[config.mk]
export PLATFORM = sky130hd
export DESIGN_NAME = keypad_entry
export DESIGN_NICKNAME = d
export VERILOG_FILES = /design/src/rtl/keypad_entry.sv
export SDC_FILE = /design/constraint.sdc
export NUM_CORES = 1
export LEC_CHECK = 0
export ABC_AREA = 0
export CELL_PAD_IN_SITES_DETAIL_PLACEMENT = 0
export CELL_PAD_IN_SITES_GLOBAL_PLACEMENT = 1
export CORE_ASPECT_RATIO = 0.6
export CORE_MARGIN = 3
export CORE_UTILIZATION = 40
export CTS_CLUSTER_DIAMETER = 30
export DETAILED_ROUTE_END_ITERATION = 7
export PLACE_DENSITY_LB_ADDON = 0.25
export SLEW_MARGIN = 10
export SYNTH_ARGS = -nofsm -noshare
export SYNTH_HDL_FRONTEND = slang
export SYNTH_SLANG_ARGS = --single-unit
[constraint.sdc]
create_clock -name clock -period 3.9 [get_ports clock]
set_input_delay 0.585 -clock clock [delete_from_list [all_inputs] [get_ports clock]]
set_output_delay 0.585 -clock clock [all_outputs]
set_load 0.02 [all_outputs]
[src/rtl/keypad_entry.sv]
// keypad_entry: debounced 4-button code entry feeding the room security controller.
// Optional post-submit input blanking is enabled by defining KEY_LOCKOUT_EN.
module keypad_entry #(
    parameter int DEBOUNCE_CYCLES = 16,
    parameter int ENTRY_TIMEOUT   = 1000,
    parameter int CODE_BITS       = 4,
    parameter int LOCKOUT_CYCLES  = 8
) (
    input  logic                 clock,
    input  logic                 clear_n,
    input  logic                 btn_zero,
    input  logic                 btn_one,
    input  logic                 btn_submit,
    input  logic                 btn_cancel,
    output logic [CODE_BITS-1:0] password_input,
    output logic                 enter,
    output logic [2:0]           digit_count,
    output logic                 entry_error,
    output logic                 busy
);

    localparam int DW = $clog2(DEBOUNCE_CYCLES + 1);
    localparam int TW = $clog2(ENTRY_TIMEOUT + 1);
    localparam logic [DW-1:0] DB_LAST = DW'(DEBOUNCE_CYCLES - 1);
    localparam logic [TW-1:0] TO_LAST = TW'(ENTRY_TIMEOUT - 1);
    localparam logic [2:0]    FULL    = 3'(CODE_BITS);

    // Reject parameter values the timing arithmetic cannot support
    if (DEBOUNCE_CYCLES < 2) begin : g_bad_db
        $error("DEBOUNCE_CYCLES must be at least 2");
    end
    if (ENTRY_TIMEOUT < 2) begin : g_bad_to
        $error("ENTRY_TIMEOUT must be at least 2");
    end
    if (CODE_BITS != 4) begin : g_bad_bits
        $error("CODE_BITS must be 4");
    end
    if (LOCKOUT_CYCLES < 1) begin : g_bad_lk
        $error("LOCKOUT_CYCLES must be at least 1");
    end

`ifdef KEY_LOCKOUT_EN
    typedef enum logic [1:0] {S_IDLE, S_COLLECT, S_SUBMIT, S_LOCKOUT} state_t;
    localparam int LW = $clog2(LOCKOUT_CYCLES + 1);
    localparam logic [LW-1:0] LK_LAST = LW'(LOCKOUT_CYCLES - 1);
    logic [LW-1:0] r_lock;
    logic          r_busy;
`else
    typedef enum logic [1:0] {S_IDLE, S_COLLECT, S_SUBMIT} state_t;
`endif

    // bit order: 3=cancel 2=submit 1=one 0=zero
    logic [3:0]    w_raw;
    logic [3:0]    r_sync1;
    logic [3:0]    r_sync2;
    logic [3:0]    r_level;
    logic [3:0]    r_level_d;
    logic [DW-1:0] r_db_cnt [4];
    logic [3:0]    w_evt;
    logic          w_cancel;
    logic          w_submit;
    logic          w_one;
    logic          w_zero;
    logic          w_bit;

    state_t                r_state;
    logic [CODE_BITS-1:0]  r_shift;
    logic [CODE_BITS-1:0]  r_pw;
    logic [2:0]            r_count;
    logic [TW-1:0]         r_tmo;
    logic                  r_enter;
    logic                  r_err;

    assign w_raw = {btn_cancel, btn_submit, btn_one, btn_zero};

    // Synchronize each button and accept a new level only after it holds steadily
    always_ff @(posedge clock or negedge clear_n) begin
        if (!clear_n) begin
            r_sync1   <= '0;
            r_sync2   <= '0;
            r_level   <= '0;
            r_level_d <= '0;
            for (int i = 0; i < 4; i++) r_db_cnt[i] <= '0;
        end else begin
            r_sync1   <= w_raw;
            r_sync2   <= r_sync1;
            r_level_d <= r_level;
            for (int i = 0; i < 4; i++) begin
                if (r_sync2[i] == r_level[i]) begin
                    r_db_cnt[i] <= '0;
                end else if (r_db_cnt[i] == DB_LAST) begin
                    r_level[i]  <= r_sync2[i];
                    r_db_cnt[i] <= '0;
                end else begin
                    r_db_cnt[i] <= r_db_cnt[i] + 1'b1;
                end
            end
        end
    end

    assign w_evt    = r_level & ~r_level_d;
    assign w_cancel = w_evt[3];
    assign w_submit = w_evt[2] & ~w_evt[3];
    assign w_one    = w_evt[1] & ~|w_evt[3:2];
    assign w_zero   = w_evt[0] & ~|w_evt[3:1];
    assign w_bit    = w_one | w_zero;

    // Entry FSM with registered strobes and code output
    always_ff @(posedge clock or negedge clear_n) begin
        if (!clear_n) begin
            r_state <= S_IDLE;
            r_shift <= '0;
            r_pw    <= '0;
            r_count <= '0;
            r_tmo   <= '0;
            r_enter <= 1'b0;
            r_err   <= 1'b0;
`ifdef KEY_LOCKOUT_EN
            r_lock  <= '0;
            r_busy  <= 1'b0;
`endif
        end else begin
            r_enter <= 1'b0;
            r_err   <= 1'b0;
            case (r_state)
                S_IDLE: begin
                    if (w_cancel) begin
                        r_state <= S_IDLE;
                    end else if (w_submit) begin
                        r_err <= 1'b1;
                    end else if (w_bit) begin
                        r_shift <= {r_shift[CODE_BITS-2:0], w_one};
                        r_count <= 3'd1;
                        r_tmo   <= '0;
                        r_state <= S_COLLECT;
                    end
                end
                S_COLLECT: begin
                    if (w_cancel) begin
                        r_shift <= '0;
                        r_count <= '0;
                        r_tmo   <= '0;
                        r_state <= S_IDLE;
                    end else if (w_submit) begin
                        if (r_count == FULL) begin
                            r_state <= S_SUBMIT;
                        end else begin
                            r_err   <= 1'b1;
                            r_shift <= '0;
                            r_count <= '0;
                            r_tmo   <= '0;
                            r_state <= S_IDLE;
                        end
                    end else if (w_bit) begin
                        r_tmo <= '0;
                        if (r_count != FULL) begin
                            r_shift <= {r_shift[CODE_BITS-2:0], w_one};
                            r_count <= r_count + 3'd1;
                        end
                    end else if (r_tmo >= TO_LAST) begin
                        r_err   <= 1'b1;
                        r_shift <= '0;
                        r_count <= '0;
                        r_tmo   <= '0;
                        r_state <= S_IDLE;
                    end else begin
                        r_tmo <= r_tmo + 1'b1;
                    end
                end
                S_SUBMIT: begin
                    r_pw    <= r_shift;
                    r_enter <= 1'b1;
                    r_shift <= '0;
                    r_count <= '0;
`ifdef KEY_LOCKOUT_EN
                    r_lock  <= '0;
                    r_busy  <= 1'b1;
                    r_state <= S_LOCKOUT;
`else
                    r_state <= S_IDLE;
`endif
                end
`ifdef KEY_LOCKOUT_EN
                S_LOCKOUT: begin
                    if (r_lock == LK_LAST) begin
                        r_busy  <= 1'b0;
                        r_state <= S_IDLE;
                    end else begin
                        r_lock <= r_lock + 1'b1;
                    end
                end
`endif
                default: r_state <= S_IDLE;
            endcase
        end
    end

    assign password_input = r_pw;
    assign enter          = r_enter;
    assign digit_count    = r_count;
    assign entry_error    = r_err;
`ifdef KEY_LOCKOUT_EN
    assign busy = r_busy;
`else
    assign busy = 1'b0;
`endif

endmodule

### Placement view, run 1

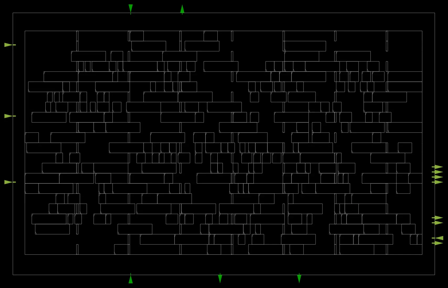
Fillers: 577
FFs & Latches: 61

### Close-up of the layout, run 1

Region (36, 1) to (76, 41) um. Cells in gray, sequential cells in the stronger gray; small squares are vias.
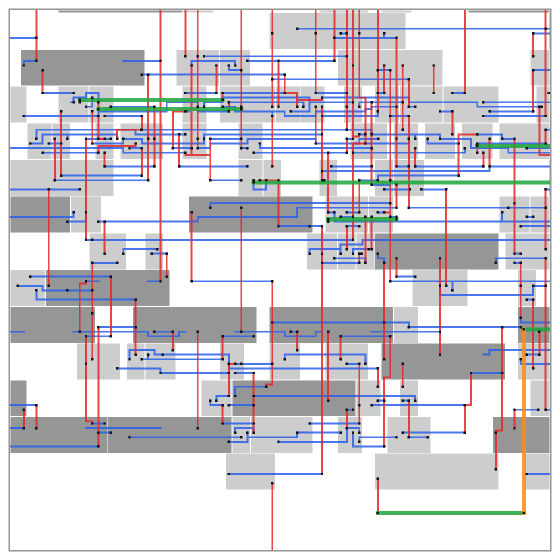
Key: blue = met1; green = met3; orange = met4; red = met2
Netlist names of flops here include r_db_cnt (5). Sequential cells in the window: 11. 75 logic cells have their middle in the window. Most frequent: dfrtp_1 (11), nand3_1 (7).

==> summary.txt, run 1 <==
Critical Path Fanout Max -> 9
routed len/inst -> 13.5 um
worst hold path class -> reg -> reg
ant diodes -> 0
Pleak -> 1.59 nW
first-pass GRT wire length -> 8.43 mm
Final min period -> 2140 ps
f_max -> 467 MHz
Avg Inst Size Synth -> 11.8 um^2
Root Buffer -> clkbuf_16
antenna viol nets, final -> 0
crit path to -> r_tmo[0]
largest net degree at the start of global routing -> 43
Final Hold Viols -> 0
Yosys warnings -> 0
Clock Path Buffers -> 2
Reg2Reg Launch Point -> r_tmo[0]
die width -> 113 um
Final Cell Area -> 3250 um^2
vias in the first global route -> 1,656
Core ar. -> 6360 um^2
Die H -> 70.1 um
Setup CP Type -> reg -> reg
most numerous logic cell after layout -> dfrtp_1
pwr dens -> 456 nW/um^2
clock tree from TritonCTS -> yes
hold buffer count at CTS -> 0
final setup vio count -> 0
Synth cell types -> 44
pins over their slew limit -> 0
maximum VDD drop -> 0.000325 V
Init Core Util -> 43.1%
Layout Area Growth over Synthesis -> 18.6%
fin crit share -> 54.9%
Synth Cell Area -> 2740 um^2
count of library flops with an enable pin -> 0
port bufs -> 14
RSZ-0062 raised after global routing -> no
yosys cell count -> 232
Top FF cell, synth -> dfrtp_1
outcome -> completed
layout cell share with drive strength beyond 1 -> 13.9%
R2R depth -> 6
num ports -> 16
### Routed metal, one color a layer, run 1

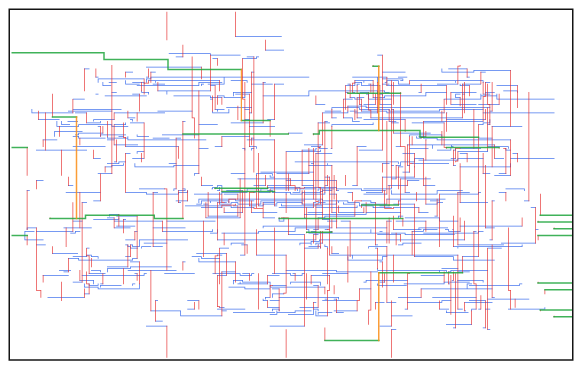
Key: orange = met4 [wire length 57.1 um]; green = met3 [wire length 303 um]; blue = met1 [wire length 2,580 um]; red = met2 [wire length 1,700 um]

==> run 1: critical path, stage by stage (launching register included) <==
cell,delay (ps)
dfrtp_1,400
ha_1,250
a211o_1,310
and4_4,190
or3_1,540
nor2_8,230
mux2_2,180
==> run 1: metrics by stage <==
step	util, %	cells	power (mW)	hold slack (ps)
6_report	51.1	343	1.48	343
3_5_place_dp	46.5	327	0.726	335
3_3_place_gp	46.5	327	0.727	332
4_1_cts	51.1	343	1.51	346
5_1_grt	51.1	343	1.55	354
2_1_floorplan	-	232	0.701	289
==> run 1: state kept, by name, summed over array words and instances, names as in the netlist, 4 cells and up <==
register        flops
r_sync1             4
r_shift             4
r_db_cnt           20
r_sync2             4
r_level             4
password_input      4
r_tmo              10
r_level_d           4
==> run 1: cell usage after synthesis (2+ instances only) <==
cell      instances
a21oi_1           4
a22o_1            8
and2_1            6
and3_1           12
buf_4             2
dfrtp_1          61
ha_1             10
inv_1            12
mux2_2            9
mux2i_1           5
nand2_1           7
nand2b_1          3
nand3_1          13
nor2_1           17
nor2b_1          11
o21ai_0           6
o21ai_1           7
o22ai_1           2
xor2_1           12
==> run 1: worst min path at each step <==
stage | startpoint | end | slack, ps | cells past startpoint
final | r_sync1[2] | r_sync2[2] | 340 | 0
after CTS | r_sync1[1] | r_sync2[1] | 350 | 0
after global placement | r_sync1[1] | r_sync2[1] | 330 | 0
after floorplan | clear_n | digit_count[0] | 290 | 0
after global routing | r_sync1[0] | r_sync2[0] | 350 | 0
after detailed placement | r_sync1[1] | r_sync2[1] | 330 | 0
==> run 1: kinds of logic (layout without fill, tap and decap cells) <==
family,after synthesis,after routing,synth area share (%)
simple gates,77,77,15.8
flops,61,61,55.7
compound gates,40,40,11.3
buf+inv,16,43,2.74
mux,15,15,5.94
xor+xnor,12,12,3.84
fa+ha+maj,10,10,4.57
other cells,1,1,0.137
==> run 1: per-layer routing <==
metal,routed length (um),global-route usage [%]
met4,57,6.00
met3,303,5.97
met2,1700,16.1
met1,2580,21.1
met5,0,0
==> run 1: layout make-up <==
type	count	area, um^2
clock inverter	5	50.0
clock buffer	11	243
multi-input combinational	155	1140
sequential	61	1530
timing repair buffer	15	143
fill	577	3110
tap	84	105
inverter	12	45.0
==> run 1: power breakdown <==
part / switching (mW) / internal, mW
Sequential: 0.00985 / 0.650
Combinational: 0.0349 / 0.0204
Clock: 0.263 / 0.506
Total: 0.307 / 1.18
## Run 2: what changed since run 1
Clock period 3.9 ns to 2.05 ns, I/O delays scaled along.
==> run 2 against run 1 <==
  * Area after synthesis unchanged
  * Core utilization is 2.3 points higher
  * Wire length is 4.1% higher
  * Setup slack worse by 1700 ps
  * Critical endpoint is now r_tmo[8]
  * Non-clock buffer count increased by 15
  * Die size is the same
  * Final cell count is 4.7% higher
==> summary.txt, run 2 <==
ant diodes -> 0
count of library flops with an enable pin -> 0
die width -> 113 um
RSZ-0062 raised after global routing -> yes
Cell Int Power -> 2.26 mW
Psw -> 0.576 mW
vias in the first global route -> 1,685
fin crit share -> 96.9%
Synth Cell Area -> 2740 um^2
Init Core Util -> 43.1%
largest net degree at the start of global routing -> 32
Top delay family on crit path -> AND-OR/OR-AND gates
Top FF cell, synth -> dfrtp_1
antenna viol nets, final -> 0
layout cell share with drive strength beyond 1 -> 18.5%
R2R depth -> 7
Comb pwr share -> 4.4%
Synth cell types -> 44
Die H -> 70.1 um
Layout Area Growth over Synthesis -> 24.1%
yosys cell count -> 232
slowest cell delay on critical path -> 380 ps
Min-Delay Startpoint -> r_sync1[2]
Worst Hold End -> r_sync2[2]
num ports -> 16
first-pass GRT wire length -> 8.38 mm
Core ar. -> 6360 um^2
minimum hold slack -> 345 ps
pins over their slew limit -> 0
largest reg by FF count -> r_db_cnt
Root Buffer -> clkbuf_16
Reg2Reg Launch Point -> r_tmo[0]
top cell type by instance count after synthesis -> dfrtp_1
Pleak -> 1.67 nW
Max stage delay cell, worst path -> dfrtp_1
Critical Path Fanout Max -> 5
outcome -> completed
WP buf/inv -> 1
Clock Path Buffers -> 2
[run 2: cell counts after synthesis]
No cell type changed its count.
[run 2: worst max path at each step]
stage | from | end | slack (ps) | cells past startpoint
5_1_grt | digit_count[0] | r_tmo[0] | -6 | 7
6_report | r_tmo[0] | r_tmo[8] | 60 | 7
2_1_floorplan | r_state[1] | r_shift[0] | 150 | 6
3_5_place_dp | r_tmo[0] | r_tmo[0] | 40 | 7
3_3_place_gp | r_tmo[0] | r_tmo[0] | 90 | 7
4_1_cts | r_tmo[0] | r_tmo[0] | 30 | 7
[run 2: repair_timing]
action	in CTS	in global routing
hold buffers	1	0
endpoints found under the setup margin	0	6
endpoints found under the hold margin	16	0
resized	0	2
[run 2: layer usage]
layer  up-vias  routed length [um]  GRT usage [%]
li1        891                   -              -
met1       832                2790           21.1
met2        40                1710           15.8
met3         8                 274           5.97
met4         0                  50           4.80
met5         -                   0              0
[run 2: logic make-up (layout without fill, tap and decap cells)]
| logic type | Yosys count | after routing | synth area share [%] |
|---|---|---|---|
| AND/OR/NAND/NOR | 77 | 78 | 15.8 |
| XOR/XNOR | 12 | 12 | 3.84 |
| flip-flops | 61 | 61 | 55.7 |
| other | 1 | 1 | 0.137 |
| adder cells (fa/ha/maj) | 10 | 10 | 4.57 |
| multiplexers | 15 | 15 | 5.94 |
| AND-OR/OR-AND | 40 | 40 | 11.3 |
| buffers and inverters | 16 | 58 | 2.74 |
[run 2: stage by stage]
step | power, mW | worst slack, ps | cell area (um^2) | cells | setup TNS (ps)
6_report | 2.83 | 63.8 | 3400 | 359 | 0
5_1_grt | 2.96 | -5.56 | 3400 | 359 | -9.92
3_3_place_gp | 1.39 | 85.5 | 3080 | 341 | 0
3_5_place_dp | 1.40 | 41.7 | 3080 | 341 | 0
2_1_floorplan | 1.33 | 154 | 2740 | 232 | 0
4_1_cts | 2.88 | 27.7 | 3380 | 358 | 0
[run 2: area by class of cell]
| cell class | instances | area share [%] |
|---|---|---|
| clock buffers | 12 | 7.25 |
| clock inverters | 4 | 1.40 |
| inverters | 12 | 1.32 |
| multi-input cells | 156 | 34.0 |
| flip-flops and latches | 61 | 44.9 |
| well taps | 84 | 3.09 |
| repair buffers | 30 | 8.06 |
[run 2: worst reg2reg max path, cell delays in order (launching register included)]
cell and delay, ps:
dfrtp_1 380, ha_1 210, a211o_1 310, and4_4 200, or3_4 370, buf_4 160, o21ai_1 140, a22o_1 150
[run 2: power by group through the flow]
stage               Combinational [mW]  Sequential, mW  Clock, mW
CTS                              0.124            1.25       1.50
global route                     0.144            1.26       1.55
global placement                 0.121            1.27          0
floorplan                       0.0613            1.27          0
finish                           0.124            1.25       1.45
detailed placement               0.122            1.27          0
### Close-up of the layout, run 2

Region (36, 1) to (76, 41) um. Cells in gray, sequential cells in the stronger gray; small squares are vias.
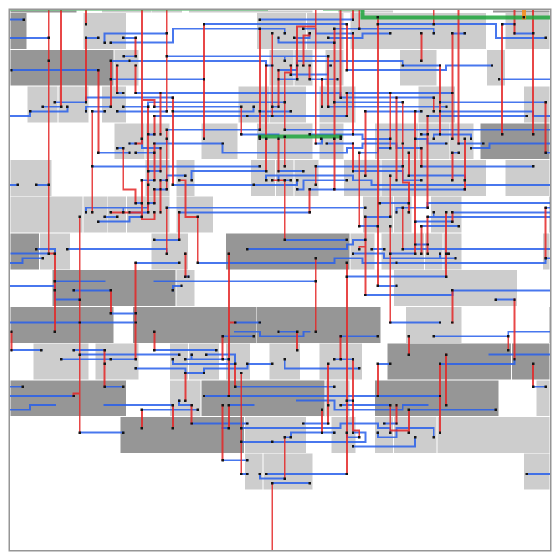
Key: orange = met4; green = met3; blue = met1; red = met2
Sequential cells in the window: 12. Netlist names of flops here include r_db_cnt (5). 80 logic cells have their middle in the window. Most frequent: dfrtp_1 (12), nand3_1 (7), buf_4 (7).

### Routed metal, one color a layer, run 2

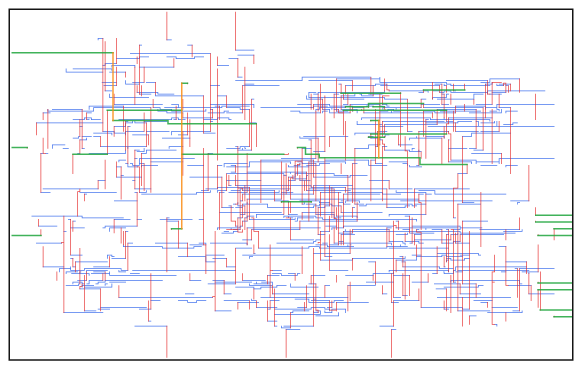
Key: orange = met4 [wire length 50.3 um]; red = met2 [wire length 1,710 um]; green = met3 [wire length 274 um]; blue = met1 [wire length 2,790 um]
gr usage total: 13.5%
routed len/inst: 13.4 um
final WL: 4.83 mm
via count: 1,771

No activity file was given, so power comes from the tool's default toggle rates.
